### src/rtl/ierl78_prtyerr_multi.sv
// ierl78_prtyerr_multi: host-programmable parity-error injector with NCH channels.
// Each channel watches CPU read addresses and, when armed and matching, raises
// a registered RPERR pulse toward csc. An optional per-channel injection count
// is compiled in with the macro IERL78_PRTYERR_CNT_EN; without it, armed
// channels inject on every matching read.
module ierl78_prtyerr_multi #(
  parameter int NCH = 2,
  parameter int AW  = 16
) (
  input  logic          BASECK,
  input  logic          SYSRSOUTB,
  input  logic [AW-1:0] MA,
  input  logic          CPURD,
  input  logic          SVMOD,
  input  logic          FCHRAM,
  input  logic [31:0]   ICEIFA,
  input  logic [15:0]   ICEDI,
  input  logic          ICEWR,
  output logic [31:0]   ICEDOPB,
  output logic          RPERR
);

  localparam logic [31:0] BASE_ADDR = 32'h0401_0000;
  localparam logic [31:0] STAT_ADDR = 32'h0401_0100;

  typedef enum logic [1:0] {
    ST_IDLE  = 2'd0,
    ST_ARMED = 2'd1,
    ST_DONE  = 2'd2
  } state_e;

  state_e        st_q  [NCH];
  state_e        st_d  [NCH];
  logic [AW-1:0] adr_q [NCH];
  logic [AW-1:0] adr_d [NCH];
  logic          en_q  [NCH];
  logic          en_d  [NCH];
`ifdef IERL78_PRTYERR_CNT_EN
  logic [7:0]    num_q [NCH];
  logic [7:0]    num_d [NCH];
  logic [7:0]    rem_q [NCH];
  logic [7:0]    rem_d [NCH];
`endif
  logic [NCH-1:0] hit_q, hit_d;
  logic           rperr_q, rperr_d;

  logic [NCH-1:0] wr_adr, wr_ctl, match, take, done_vec;
  logic           wr_stat;
  // Only ICEDI[0] and [15:8] carry CTL fields; the rest is folded here.
  logic           unused_di;

  assign unused_di = ^ICEDI;
  assign wr_stat   = ICEWR && (ICEIFA == STAT_ADDR);

  // Per-channel write decode and hit qualification; a host write to the
  // channel's own ADR/CTL suppresses that channel's hit in the same cycle.
  always_comb begin
    // NOTE: every combinational output gets a default first so no latch is inferred.
    wr_adr = '0;
    wr_ctl = '0;
    match  = '0;
    take   = '0;
    for (int n = 0; n < NCH; n++) begin
      wr_adr[n] = ICEWR && (ICEIFA == BASE_ADDR + 32'(8 * n));
      wr_ctl[n] = ICEWR && (ICEIFA == BASE_ADDR + 32'(8 * n + 4));
      match[n]  = (st_q[n] == ST_ARMED) && CPURD && !SVMOD && !FCHRAM &&
                  (MA == adr_q[n]);
      take[n]   = match[n] && !wr_adr[n] && !wr_ctl[n];
    end
  end

  // Next-state for channel FSMs, address/control registers and sticky HIT.
  always_comb begin
    hit_d   = hit_q;
    rperr_d = |take;
    for (int n = 0; n < NCH; n++) begin
      st_d[n]  = st_q[n];
      adr_d[n] = adr_q[n];
      en_d[n]  = en_q[n];
`ifdef IERL78_PRTYERR_CNT_EN
      num_d[n] = num_q[n];
      rem_d[n] = rem_q[n];
`endif
      // A new hit wins over a simultaneous W1C so the event is never lost.
      hit_d[n] = (hit_q[n] && !(wr_stat && ICEDI[n])) || take[n];

      // Host data is 16 bits wide; wider address registers are zero-extended.
      if (wr_adr[n]) adr_d[n] = AW'(ICEDI);

      if (wr_ctl[n]) begin
        en_d[n] = ICEDI[0];
        st_d[n] = ICEDI[0] ? ST_ARMED : ST_IDLE;
`ifdef IERL78_PRTYERR_CNT_EN
        num_d[n] = ICEDI[15:8];
        rem_d[n] = ICEDI[15:8];
`endif
      end else if (take[n]) begin
`ifdef IERL78_PRTYERR_CNT_EN
        // NUM=0 means unlimited; the rem check keeps REM from wrapping.
        if (num_q[n] != 8'd0 && rem_q[n] != 8'd0) begin
          rem_d[n] = rem_q[n] - 8'd1;
          if (rem_q[n] == 8'd1) st_d[n] = ST_DONE;
        end
`endif
      end
    end
  end

  // DONE status bits exist only when the counter is compiled in.
  always_comb begin
    done_vec = '0;
`ifdef IERL78_PRTYERR_CNT_EN
    for (int n = 0; n < NCH; n++) done_vec[n] = (st_q[n] == ST_DONE);
`endif
  end

  // Host read mux; unmapped addresses return zero.
  always_comb begin
    ICEDOPB = '0;
    for (int n = 0; n < NCH; n++) begin
      if (ICEIFA == BASE_ADDR + 32'(8 * n)) ICEDOPB = 32'(adr_q[n]);
      if (ICEIFA == BASE_ADDR + 32'(8 * n + 4)) begin
`ifdef IERL78_PRTYERR_CNT_EN
        ICEDOPB = {16'h0, num_q[n], 7'h0, en_q[n]};
`else
        ICEDOPB = {31'h0, en_q[n]};
`endif
      end
    end
    if (ICEIFA == STAT_ADDR) ICEDOPB = 32'(hit_q) | (32'(done_vec) << 8);
  end

  // State registers; reset aborts any pending injection immediately.
  always_ff @(posedge BASECK or negedge SYSRSOUTB) begin
    if (!SYSRSOUTB) begin
      // NOTE: these register arrays are a handful of flops, not a RAM, so they are reset.
      for (int n = 0; n < NCH; n++) begin
        st_q[n]  <= ST_IDLE;
        adr_q[n] <= '0;
        en_q[n]  <= 1'b0;
`ifdef IERL78_PRTYERR_CNT_EN
        num_q[n] <= '0;
        rem_q[n] <= '0;
`endif
      end
      hit_q   <= '0;
      rperr_q <= 1'b0;
    end else begin
      // NOTE: non-blocking assignments so every flop samples pre-edge values.
      for (int n = 0; n < NCH; n++) begin
        st_q[n]  <= st_d[n];
        adr_q[n] <= adr_d[n];
        en_q[n]  <= en_d[n];
`ifdef IERL78_PRTYERR_CNT_EN
        num_q[n] <= num_d[n];
        rem_q[n] <= rem_d[n];
`endif
      end
      hit_q   <= hit_d;
      rperr_q <= rperr_d;
    end
  end

  assign RPERR = rperr_q;

endmodule

### config.mk
export PLATFORM = sky130hd
export DESIGN_NAME = ierl78_prtyerr_multi
export DESIGN_NICKNAME = d
export VERILOG_FILES = /design/src/rtl/ierl78_prtyerr_multi.sv
export SDC_FILE = /design/constraint.sdc
export NUM_CORES = 1
export LEC_CHECK = 0
export ABC_AREA = 1
export CORE_MARGIN = 2
export CORE_UTILIZATION = 48
export DETAILED_ROUTE_END_ITERATION = 6
export GPL_ROUTABILITY_DRIVEN = 0
export PLACE_DENSITY = 0.95
export SETUP_SLACK_MARGIN = 0.15
export SYNTH_ARGS = -nofsm -noshare
export SYNTH_HDL_FRONTEND = slang
export SYNTH_SLANG_ARGS = --single-unit
### constraint.sdc
create_clock -name BASECK -period 2.7 [get_ports BASECK]
set_input_delay 0.27 -clock BASECK [delete_from_list [all_inputs] [get_ports BASECK]]
set_output_delay 0.27 -clock BASECK [all_outputs]
set_load 0.005 [all_outputs]
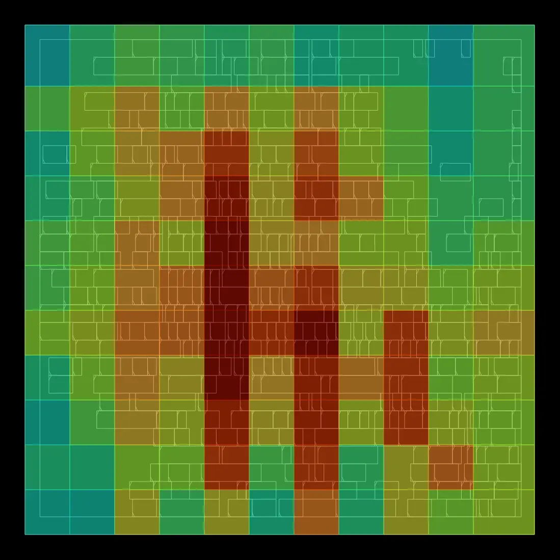
**Above:** routing congestion.
final core occ: 0.692
met1 GRT Util: 0.261
DR WL/cell: 14.1 um
busiest layer in global routing: met2
met3 usage: 0.0517

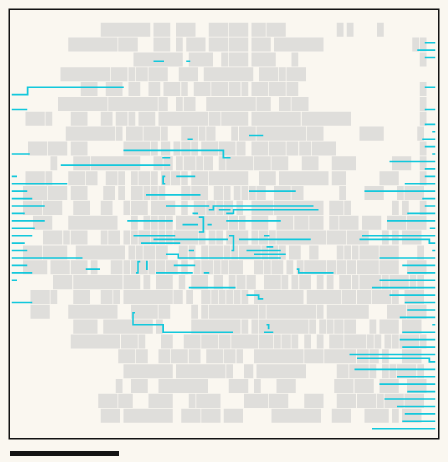
**Above:** metal 3.
The bar under the picture is 20 um long. Cells faint in the background.
The longest straight run is 19.8 um. The wires run mostly horizontal. The layer carries 650 um of wire. 98 nets have wire on it. The layer holds 9.0% of the routed length.
final WL: 7200 um
via count: 2618

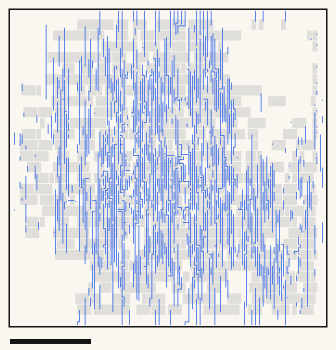
**Above:** M2 wires.
The bar under the picture is 20 um long. Cells faint in the background.
437 nets have wire on it. The layer carries 3660 um of wire. The layer holds 51% of the routed length.

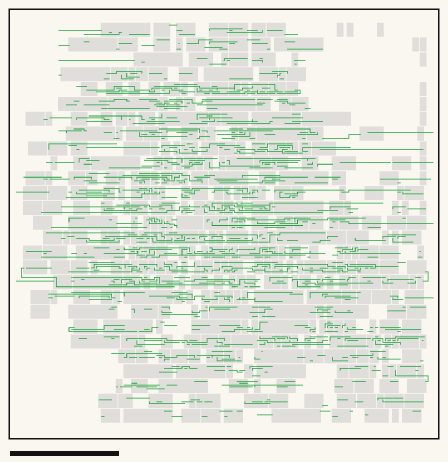
**Above:** the metal 1 layer.
The bar under the picture is 20 um long. Cells faint in the background.
The longest straight run is 26.7 um. The wires run mostly horizontal. 423 nets have wire on it. The layer holds 38% of the routed length. The layer carries 2770 um of wire.

==> impl_metrics.toml <==
# implementation run metrics
[synthesis]
avgSynthCellArea_um2 = 7.79
xor_share = 0.0428
ys_sh_simple = 0.299
synth.distinct_cells = 28
top_cell = "nand2_1"
top_area_cell = "dfrtp_1"

[finish]
diodes = 0
clkbuf_count = 7
flop-count = 37
reg_top3 = "adr_q (32), en_q (2), hit_q (2)"
seq_share = 0.246
buffer_area_frac = 0.269
largest_reg_flops = 32

[floorplanning]
die-area_um2 = 6150
fp.dieW_um = 78.4

[worst_setup_path]
cpMaxStageDelayCell = "clkdlybuf4s50_1"
reg2reg_slack_ns = 1.31

[run]
drv_cap = 0
log.warning_count = 28

[final_timing]
hold_viol_final = 0
final.setup_skew_ns = 0.00371

[drt]
dr.pass1.iters = 5

[power]
leakagePower_nw = 1.90
powerClk_w = 0.000384

[run_status]
status = "completed"

[cts]
htree_levels = 2

[min_path]
hp-class = "input pin to async pin"

[placement]
placed_cells = 493
